## config.mk

```make
export PLATFORM = sky130hd
export DESIGN_NAME = wb_ctrl_sequencer_flat
export DESIGN_NICKNAME = d
export VERILOG_FILES = /design/src/rtl/wb_ctrl_pkg.sv /design/src/rtl/wb_ctrl_if.sv /design/src/rtl/wb_frame_timer.sv /design/src/rtl/wb_ctrl_sequencer.sv /design/src/flat_wrapper.sv
export SDC_FILE = /design/constraint.sdc
export NUM_CORES = 1
export LEC_CHECK = 0
export CORE_ASPECT_RATIO = 1.25
export CORE_MARGIN = 2
export CORE_UTILIZATION = 48
export CTS_BUF_LIST = sky130_fd_sc_hd__clkbuf_2
export DETAILED_ROUTE_END_ITERATION = 7
export PLACE_DENSITY = 0.83
export SYNTH_ARGS = -nofsm -noshare
export SYNTH_HDL_FRONTEND = slang
export SYNTH_SLANG_ARGS = --single-unit
```

## constraint.sdc

```tcl
create_clock -name clk_i -period 2.75 [get_ports clk_i]
set_clock_uncertainty 0.1 [all_clocks]
set_input_delay 0.275 -clock clk_i [delete_from_list [all_inputs] [get_ports clk_i]]
set_output_delay 0.275 -clock clk_i [all_outputs]
set_load 0.01 [all_outputs]
```

## src/rtl/wb_ctrl_pkg.sv

```systemverilog
// wb_ctrl_pkg: shared definitions for the white balance control sequencer.
//   - mode codes driven on wb_ctrl_if.mode
//   - channel codes driven on wb_ctrl_if.man_sel
//   - command opcodes (cmd_op_t) and sequencer states (seq_state_t)
//   - is_bad_sel(): WRITE/READ commands addressing the non-existent channel 3
package wb_ctrl_pkg;

    localparam logic [1:0] AUTO_GW     = 2'd0;
    localparam logic [1:0] AUTO_R      = 2'd1;
    localparam logic [1:0] MANUAL      = 2'd2;
    localparam logic [1:0] CALIBRATION = 2'd3;

    localparam logic [1:0] RED   = 2'd0;
    localparam logic [1:0] GREEN = 2'd1;
    localparam logic [1:0] BLUE  = 2'd2;

    typedef enum logic [1:0] {
        CMD_SET_MODE   = 2'd0,
        CMD_WRITE_COEF = 2'd1,
        CMD_READ_COEF  = 2'd2,
        CMD_CALIBRATE  = 2'd3
    } cmd_op_t;

    typedef enum logic [2:0] {
        ST_IDLE      = 3'd0,
        ST_WAIT_SOF  = 3'd1,
        ST_APPLY     = 3'd2,
        ST_READ_WAIT = 3'd3,
        ST_CAL_CNT   = 3'd4,
        ST_CAL_STB   = 3'd5
    } seq_state_t;

    function automatic logic is_bad_sel(input cmd_op_t op, input logic [1:0] sel);
        return ((op == CMD_WRITE_COEF) || (op == CMD_READ_COEF)) && (sel == 2'd3);
    endfunction

endpackage

```

## src/rtl/wb_ctrl_if.sv

```systemverilog
// wb_ctrl_if: control bus between the host-side sequencer and the white
// balance corrector.
//   mode[1:0]    operating mode (AUTO_GW / AUTO_R / MANUAL / CALIBRATION)
//   man_sel[1:0] channel addressed for manual write and coefficient readback
//   man_coef     manual coefficient value, qualified by man_lock
//   man_lock     one-cycle strobe: corrector latches man_coef into man_sel
//   cal_stb      one-cycle strobe: corrector freezes its calibration result
//   cur_coef     corrector's current coefficient for man_sel (READ_LAT behind)
// master = sequencer, slave = corrector.
interface wb_ctrl_if #(
    parameter int COEF_WIDTH = 20
);
    logic [1:0]            mode;
    logic [1:0]            man_sel;
    logic [COEF_WIDTH-1:0] man_coef;
    logic                  man_lock;
    logic                  cal_stb;
    logic [COEF_WIDTH-1:0] cur_coef;

    modport master (
        output mode, man_sel, man_coef, man_lock, cal_stb,
        input  cur_coef
    );

    modport slave (
        input  mode, man_sel, man_coef, man_lock, cal_stb,
        output cur_coef
    );
endinterface

```

## src/rtl/wb_frame_timer.sv

```systemverilog
// wb_frame_timer: frame counter for calibration plus optional SOF watchdog.
//   clk_i, rst_i   clock, asynchronous active-high reset
//   sof_i          start-of-frame pulse
//   clear_i        restart both counters (sequencer entering a wait state)
//   count_en_i     count SOFs (sequencer in CAL_CNT)
//   watch_en_i     watchdog armed (sequencer in WAIT_SOF or CAL_CNT)
//   frames_done_o  combinational: this SOF is the CAL_FRAMES-th counted one
//   timeout_o      combinational: TIMEOUT_CYCLES elapsed without SOF
// Macro WB_SEQ_TIMEOUT_EN builds the watchdog; otherwise timeout_o is 0.
module wb_frame_timer #(
    parameter int CAL_FRAMES     = 2,
    parameter int TIMEOUT_CYCLES = 2**24
) (
    input  logic clk_i,
    input  logic rst_i,
    input  logic sof_i,
    input  logic clear_i,
    input  logic count_en_i,
    input  logic watch_en_i,
    output logic frames_done_o,
    output logic timeout_o
);
    localparam int FW = (CAL_FRAMES > 1) ? $clog2(CAL_FRAMES) : 1;

    logic [FW-1:0] frame_cnt_q;
    logic          last_frame;

    // Modulo-CAL_FRAMES counter, 0-based: wraps on the final counted SOF.
    assign last_frame    = (frame_cnt_q == FW'(CAL_FRAMES - 1));
    assign frames_done_o = count_en_i && sof_i && last_frame;

    always_ff @(posedge clk_i or posedge rst_i) begin
        if (rst_i) begin
            frame_cnt_q <= '0;
        end else if (clear_i) begin
            frame_cnt_q <= '0;
        end else if (count_en_i && sof_i) begin
            frame_cnt_q <= last_frame ? '0 : frame_cnt_q + 1'b1;
        end
    end

`ifdef WB_SEQ_TIMEOUT_EN
    localparam int WW = (TIMEOUT_CYCLES > 1) ? $clog2(TIMEOUT_CYCLES) : 1;

    logic [WW-1:0] wd_cnt_q;
    logic          wd_limit;

    assign wd_limit = (wd_cnt_q == WW'(TIMEOUT_CYCLES - 1));
    // A SOF in the same cycle as the limit counts as progress, not a timeout.
    assign timeout_o = watch_en_i && !sof_i && wd_limit;

    always_ff @(posedge clk_i or posedge rst_i) begin
        if (rst_i) begin
            wd_cnt_q <= '0;
        end else if (clear_i || sof_i) begin
            wd_cnt_q <= '0;
        end else if (watch_en_i && !wd_limit) begin
            wd_cnt_q <= wd_cnt_q + 1'b1;
        end
    end
`else
    // Watchdog compiled out; the comparison only keeps the port and
    // parameter referenced and is constant false.
    assign timeout_o = watch_en_i && (TIMEOUT_CYCLES < 0);
`endif

endmodule

```

## src/rtl/wb_ctrl_sequencer.sv

```systemverilog
// wb_ctrl_sequencer: host-side controller driving the white balance
// corrector's control bus. Accepts one command at a time, applies mode and
// coefficient changes on frame boundaries and sequences calibration.
//   clk_i, rst_i       clock, asynchronous active-high reset
//   sof_i              start-of-frame pulse (one cycle per frame)
//   cmd_valid_i/cmd_ready_o/cmd_op_i/cmd_sel_i/cmd_data_i  command channel
//   rsp_valid_o/rsp_err_o/rsp_data_o                        completion
//   state_o            current sequencer state (debug)
//   wb_ctrl_o          wb_ctrl_if master port
// Macro WB_SEQ_TIMEOUT_EN enables the SOF watchdog (TIMEOUT_CYCLES).
//
// Command handshake: a command transfers on a rising clock edge where
// cmd_valid_i && cmd_ready_o; cmd_ready_o is high only in IDLE and does not
// depend on cmd_valid_i. Fields are registered at transfer, so the host may
// change them afterwards. Completion is a single-cycle rsp_valid_o pulse with
// no back-pressure; rsp_err_o qualifies it.
module wb_ctrl_sequencer
    import wb_ctrl_pkg::*;
#(
    parameter int COEF_WIDTH     = 20,
    parameter int CAL_FRAMES     = 2,
    parameter int READ_LAT       = 2,
    parameter int TIMEOUT_CYCLES = 2**24
) (
    input  logic                  clk_i,
    input  logic                  rst_i,
    input  logic                  sof_i,
    input  logic                  cmd_valid_i,
    output logic                  cmd_ready_o,
    input  logic [1:0]            cmd_op_i,
    input  logic [1:0]            cmd_sel_i,
    input  logic [COEF_WIDTH-1:0] cmd_data_i,
    output logic                  rsp_valid_o,
    output logic                  rsp_err_o,
    output logic [COEF_WIDTH-1:0] rsp_data_o,
    output seq_state_t            state_o,
    wb_ctrl_if.master             wb_ctrl_o
);
    localparam int RW = $clog2(READ_LAT + 1);

    seq_state_t            state_q, state_d;
    cmd_op_t               op_q;
    logic [1:0]            sel_q;
    logic [COEF_WIDTH-1:0] data_q;
    logic [1:0]            mode_q;
    logic [1:0]            man_sel_q;
    logic [COEF_WIDTH-1:0] man_coef_q;
    logic [RW-1:0]         rd_cnt_q;
    logic                  rsp_valid_q, rsp_err_q;
    logic [COEF_WIDTH-1:0] rsp_data_q;
`ifdef WB_SEQ_TIMEOUT_EN
    logic [1:0]            mode_prev_q;
`endif

    logic accept, bad_sel, rd_done;
    logic timer_clear, frames_done, timeout;

    assign cmd_ready_o = (state_q == ST_IDLE);
    assign accept      = cmd_valid_i && cmd_ready_o;
    assign bad_sel     = is_bad_sel(cmd_op_t'(cmd_op_i), cmd_sel_i);
    assign rd_done     = (rd_cnt_q == RW'(READ_LAT));

    wb_frame_timer #(
        .CAL_FRAMES     (CAL_FRAMES),
        .TIMEOUT_CYCLES (TIMEOUT_CYCLES)
    ) u_frame_timer (
        .clk_i         (clk_i),
        .rst_i         (rst_i),
        .sof_i         (sof_i),
        .clear_i       (timer_clear),
        .count_en_i    (state_q == ST_CAL_CNT),
        .watch_en_i    ((state_q == ST_WAIT_SOF) || (state_q == ST_CAL_CNT)),
        .frames_done_o (frames_done),
        .timeout_o     (timeout)
    );

    always_ff @(posedge clk_i or posedge rst_i) begin
        if (rst_i) begin
            state_q <= ST_IDLE;
        end else begin
            state_q <= state_d;
        end
    end

    // Next state. In IDLE an acceptance cycle never looks at sof_i, which is
    // what makes a SOF coinciding with acceptance wait for the next frame.
    always_comb begin
        state_d = state_q;
        case (state_q)
            ST_IDLE: begin
                if (accept && !bad_sel) begin
                    state_d = (cmd_op_t'(cmd_op_i) == CMD_READ_COEF) ? ST_READ_WAIT : ST_WAIT_SOF;
                end
            end
            ST_WAIT_SOF: begin
                if (sof_i) begin
                    state_d = (op_q == CMD_CALIBRATE) ? ST_CAL_CNT : ST_APPLY;
                end else if (timeout) begin
                    state_d = ST_IDLE;
                end
            end
            ST_APPLY:     state_d = ST_IDLE;
            ST_READ_WAIT: if (rd_done) state_d = ST_IDLE;
            ST_CAL_CNT: begin
                if (frames_done) begin
                    state_d = ST_CAL_STB;
                end else if (timeout) begin
                    state_d = ST_IDLE;
                end
            end
            ST_CAL_STB:   state_d = ST_IDLE;
            default:      state_d = ST_IDLE;
        endcase
        timer_clear = (state_d != state_q) &&
                      ((state_d == ST_WAIT_SOF) || (state_d == ST_CAL_CNT));
    end

    // Datapath registers, keyed on the current state.
    always_ff @(posedge clk_i or posedge rst_i) begin
        if (rst_i) begin
            op_q        <= CMD_SET_MODE;
            sel_q       <= '0;
            data_q      <= '0;
            mode_q      <= AUTO_GW;
            man_sel_q   <= RED;
            man_coef_q  <= '0;
            rd_cnt_q    <= '0;
            rsp_valid_q <= 1'b0;
            rsp_err_q   <= 1'b0;
            rsp_data_q  <= '0;
`ifdef WB_SEQ_TIMEOUT_EN
            mode_prev_q <= AUTO_GW;
`endif
        end else begin
            rsp_valid_q <= 1'b0;
            rsp_err_q   <= 1'b0;
            case (state_q)
                ST_IDLE: begin
                    rd_cnt_q <= '0;
                    if (accept) begin
                        op_q   <= cmd_op_t'(cmd_op_i);
                        sel_q  <= cmd_sel_i;
                        data_q <= cmd_data_i;
`ifdef WB_SEQ_TIMEOUT_EN
                        mode_prev_q <= mode_q;
`endif
                        if (bad_sel) begin
                            rsp_valid_q <= 1'b1;
                            rsp_err_q   <= 1'b1;
                        end else if (cmd_op_t'(cmd_op_i) == CMD_READ_COEF) begin
                            // Readback address goes out right away; the
                            // corrector needs READ_LAT cycles to follow.
                            man_sel_q <= cmd_sel_i;
                        end
                    end
                end
                ST_WAIT_SOF: begin
                    if (sof_i) begin
                        case (op_q)
                            CMD_SET_MODE:   mode_q <= sel_q;
                            CMD_WRITE_COEF: begin
                                man_sel_q  <= sel_q;
                                man_coef_q <= data_q;
                            end
                            CMD_CALIBRATE:  mode_q <= CALIBRATION;
                            default:        ;
                        endcase
                    end else if (timeout) begin
                        rsp_valid_q <= 1'b1;
                        rsp_err_q   <= 1'b1;
                    end
                end
                ST_APPLY: rsp_valid_q <= 1'b1;
                ST_READ_WAIT: begin
                    rd_cnt_q <= rd_cnt_q + 1'b1;
                    if (rd_done) begin
                        rsp_data_q  <= wb_ctrl_o.cur_coef;
                        rsp_valid_q <= 1'b1;
                    end
                end
                ST_CAL_CNT: begin
`ifdef WB_SEQ_TIMEOUT_EN
                    if (!frames_done && timeout) begin
                        // Abandoned calibration must not leave coefs frozen.
                        mode_q      <= mode_prev_q;
                        rsp_valid_q <= 1'b1;
                        rsp_err_q   <= 1'b1;
                    end
`endif
                end
                // Mode stays CALIBRATION after the strobe: coefs remain frozen.
                ST_CAL_STB: rsp_valid_q <= 1'b1;
                default: ;
            endcase
        end
    end

    assign rsp_valid_o = rsp_valid_q;
    assign rsp_err_o   = rsp_err_q;
    assign rsp_data_o  = rsp_data_q;
    assign state_o     = state_q;

    // Strobes decode from exclusive states, so they can never overlap.
    assign wb_ctrl_o.mode     = mode_q;
    assign wb_ctrl_o.man_sel  = man_sel_q;
    assign wb_ctrl_o.man_coef = man_coef_q;
    assign wb_ctrl_o.man_lock = (state_q == ST_APPLY) && (op_q == CMD_WRITE_COEF);
    assign wb_ctrl_o.cal_stb  = (state_q == ST_CAL_STB);

endmodule

```

## src/flat_wrapper.sv

```systemverilog
// flat-port wrapper written by rule: the top's interface ports become plain ports
module wb_ctrl_sequencer_flat import wb_ctrl_pkg::*;
#(
    parameter int COEF_WIDTH     = 20,
    parameter int CAL_FRAMES     = 2,
    parameter int READ_LAT       = 2,
    parameter int TIMEOUT_CYCLES = 2**24
)
  (clk_i, rst_i, sof_i, cmd_valid_i, cmd_ready_o, cmd_op_i, cmd_sel_i, cmd_data_i, rsp_valid_o, rsp_err_o, rsp_data_o, state_o, wb_ctrl_o_mode, wb_ctrl_o_man_sel, wb_ctrl_o_man_coef, wb_ctrl_o_man_lock, wb_ctrl_o_cal_stb, wb_ctrl_o_cur_coef);
  wb_ctrl_if #(.COEF_WIDTH(COEF_WIDTH)) wb_ctrl_o_i ();
  input  logic clk_i;
  input  logic rst_i;
  input  logic sof_i;
  input  logic cmd_valid_i;
  output logic cmd_ready_o;
  input  logic [1:0] cmd_op_i;
  input  logic [1:0] cmd_sel_i;
  input  logic [COEF_WIDTH-1:0] cmd_data_i;
  output logic rsp_valid_o;
  output logic rsp_err_o;
  output logic [COEF_WIDTH-1:0] rsp_data_o;
  output seq_state_t state_o;
  output wire logic [$bits(wb_ctrl_o_i.mode)-1:0] wb_ctrl_o_mode;
  output wire logic [$bits(wb_ctrl_o_i.man_sel)-1:0] wb_ctrl_o_man_sel;
  output wire logic [$bits(wb_ctrl_o_i.man_coef)-1:0] wb_ctrl_o_man_coef;
  output wire logic [$bits(wb_ctrl_o_i.man_lock)-1:0] wb_ctrl_o_man_lock;
  output wire logic [$bits(wb_ctrl_o_i.cal_stb)-1:0] wb_ctrl_o_cal_stb;
  input wire logic [$bits(wb_ctrl_o_i.cur_coef)-1:0] wb_ctrl_o_cur_coef;
  assign wb_ctrl_o_mode = wb_ctrl_o_i.mode;
  assign wb_ctrl_o_man_sel = wb_ctrl_o_i.man_sel;
  assign wb_ctrl_o_man_coef = wb_ctrl_o_i.man_coef;
  assign wb_ctrl_o_man_lock = wb_ctrl_o_i.man_lock;
  assign wb_ctrl_o_cal_stb = wb_ctrl_o_i.cal_stb;
  assign wb_ctrl_o_i.cur_coef = wb_ctrl_o_cur_coef;
  wb_ctrl_sequencer #(.COEF_WIDTH(COEF_WIDTH), .CAL_FRAMES(CAL_FRAMES), .READ_LAT(READ_LAT), .TIMEOUT_CYCLES(TIMEOUT_CYCLES)) u_core (.clk_i(clk_i), .rst_i(rst_i), .sof_i(sof_i), .cmd_valid_i(cmd_valid_i), .cmd_ready_o(cmd_ready_o), .cmd_op_i(cmd_op_i), .cmd_sel_i(cmd_sel_i), .cmd_data_i(cmd_data_i), .rsp_valid_o(rsp_valid_o), .rsp_err_o(rsp_err_o), .rsp_data_o(rsp_data_o), .state_o(state_o), .wb_ctrl_o(wb_ctrl_o_i));
endmodule
```

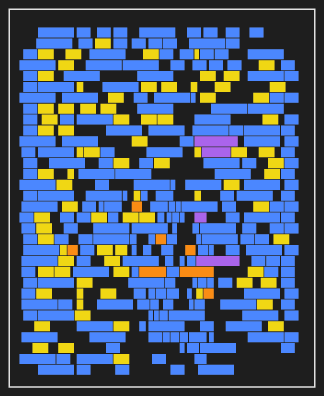
Figure 1: drive-strength map.
Scale: 4 px per µm.
[orange] drive 3 to 4 | cells: 7 | share: 2.2%
[purple] drive 6 and up | cells: 4 | share: 1.2%
[yellow] drive 2 | cells: 80 | share: 25%
[blue] drive 1 or less | cells: 234 | share: 72%

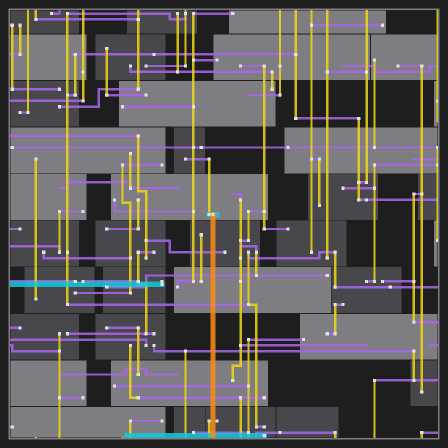
Figure 2: a small window of the routed layout.
Region (7, 58) to (32, 83) µm. Cells in grey, sequential cells in the stronger grey; small squares are vias.
[orange] met4
[purple] met1
[yellow] met2
[cyan] met3
most frequent: mux2_2 (14), dfrtp_1 (10), clkdlybuf4s50_1 (2)
netlist names of flops here include: u_core.data_q (6), u_core.wb_ctrl_o.man_coef (4)
sequential cells in the window: 10
cells with their middle in the window: 28

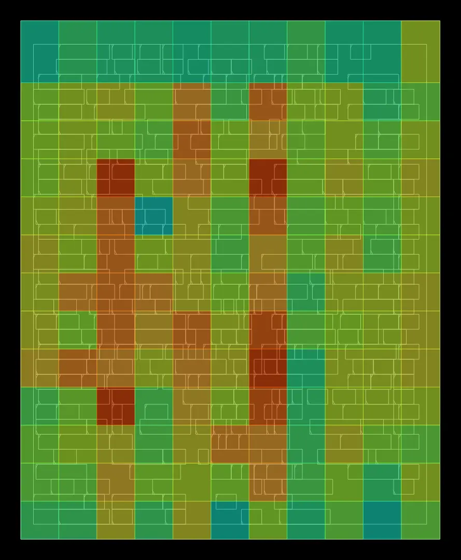
Figure 3: routing congestion.
gr usage total: 0.184
GRT busiest layer: met2
GRT met2 Usage: 0.297

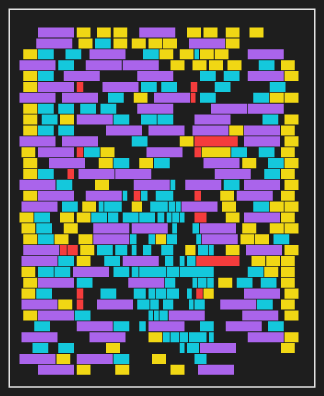
Figure 4: cell classes on the final placement.
Scale: 4 px per µm.
[purple] flip-flops | cells: 76 | share of their area: 45%
[yellow] other buffers and delay cells | cells: 105 | share of their area: 25%
[red] clock drivers and dummy loads | cells: 16 | share of their area: 3.2%
[cyan] all other logic | cells: 128 | share of their area: 27%

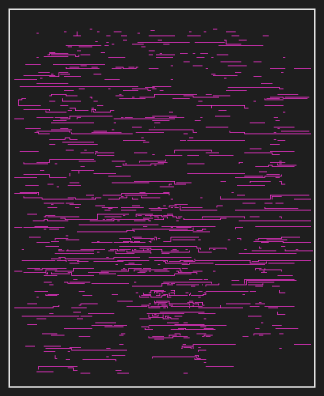
Figure 5: the metal 1 layer.
Scale: 4 px per µm.
share of all routed wire: 43%
wire length on this layer: 2610 µm
nets with wire on the layer: 307

-- routing by layer --
metal / routed length [µm] / vias to the layer above / part of all wire
met2: 2840 / 92 / 0.47
met5: 0 / - / 0
met1: 2610 / 1011 / 0.43
met3: 541 / 9 / 0.089
li1: - / 966 / -
met4: 99 / 0 / 0.016
-- power groups by stage --
stage | clock [mW] | sequential [mW] | combinational [mW]
global route | 0.739 | 1.99 | 2.04
floorplan | 0 | 2.00 | 0.931
global placement | 0 | 1.93 | 1.84
finish | 0.680 | 1.92 | 1.88
CTS | 0.703 | 1.92 | 1.90
detailed placement | 0 | 1.95 | 1.89
-- sequential cells by signal (all words and copies together) (netlist names) --
name and cells:
u_core.op_q 2, u_core.rsp_err_o 1, u_core.u_frame_timer.frame_cnt_q 1, u_core.wb_ctrl_o.man_coef 20, u_core.wb_ctrl_o.man_sel 2, u_core.state_o 3, u_core.data_q 20, u_core.rsp_valid_o 1
u_core.wb_ctrl_o.mode 2, u_core.sel_q 2, u_core.rsp_data_o 20, u_core.rd_cnt_q 2
-- worst max path at each step --
stage	slack [ns]	from	to	cells past startpoint
floorplan	0.44	rst_i	u_core.data_q[0]	1
global placement	0.66	cmd_op_i[0]	u_core.wb_ctrl_o.man_sel[0]	7
detailed placement	0.63	cmd_op_i[0]	u_core.wb_ctrl_o.man_sel[0]	7
CTS	0.22	u_core.state_o[1]	wb_ctrl_o_cal_stb	3
global route	0.12	u_core.state_o[1]	wb_ctrl_o_cal_stb	3
finish	0.25	u_core.state_o[1]	wb_ctrl_o_cal_stb	3
-- worst register-to-register path: stages, from the launching register on --
cell	delay, ns
dfrtp_1	0.61
nor4b_4	0.34
buf_4	0.23
nand3_1	0.14
a21oi_2	0.18
mux2_2	0.35
==> out/qor.csv <==
metric;value;unit
status;completed;
Post-Place Cells;393;
EDFF count, synth;0;
inverters;6;
first-pass GRT wire length;10.3;mm
xor-xnor portion of the synthesized cell area;0.00281;
Critical Path RT;2.38;ns
Gate Area;0.00114;mm²
TritonCTS Buffers;9;
Sequential Power Share;0.429;
largest net degree at the start of global routing;56;
Post-Syn Nets;266;
hold crit path type;in2reg;
DRT Pass-1 Iters;4;
hold depth;3;
Worst Setup End Kind;output pin;
Top non-seq family;multiplexers;
Buf+Inv Stages, Crit Path;2;
Place WS;0.634;ns
Crit path max-delay family;flip-flops;
Psw;1.39;mW
post-cts sizing count;0;
final net count;372;
count of multi-input combinational gates;122;
Area after DPL;0.00421;mm²
Pwr Total;4.47;mW
Pwr Density;1030;mW/mm²
initial antenna violation count;0;
Root Driver;clkbuf_2;
vias per cell;5.07;
diode count;0;
part of the Yosys area used for sequential elements;0.611;
Worst EP arrival;2.12;ns
critical path peak fanout;14;
WS Path Type;reg2out;
Top cell excl fill/tap;clkdlybuf4s50_1;
count leader, synth;dfrtp_1;
Leading cell kind;flip-flops and latches;
final worst slack;0.251;ns
Yosys Instances;214;
Detailed Route Iter0 Violations;50;
Largest cells by area;dfrtp_1 61%, mux2_2 24%, ha_1 1.6%, buf_2 1.1%, nand2_1 0.96%;
Power is estimated from default activity; no workload was simulated.
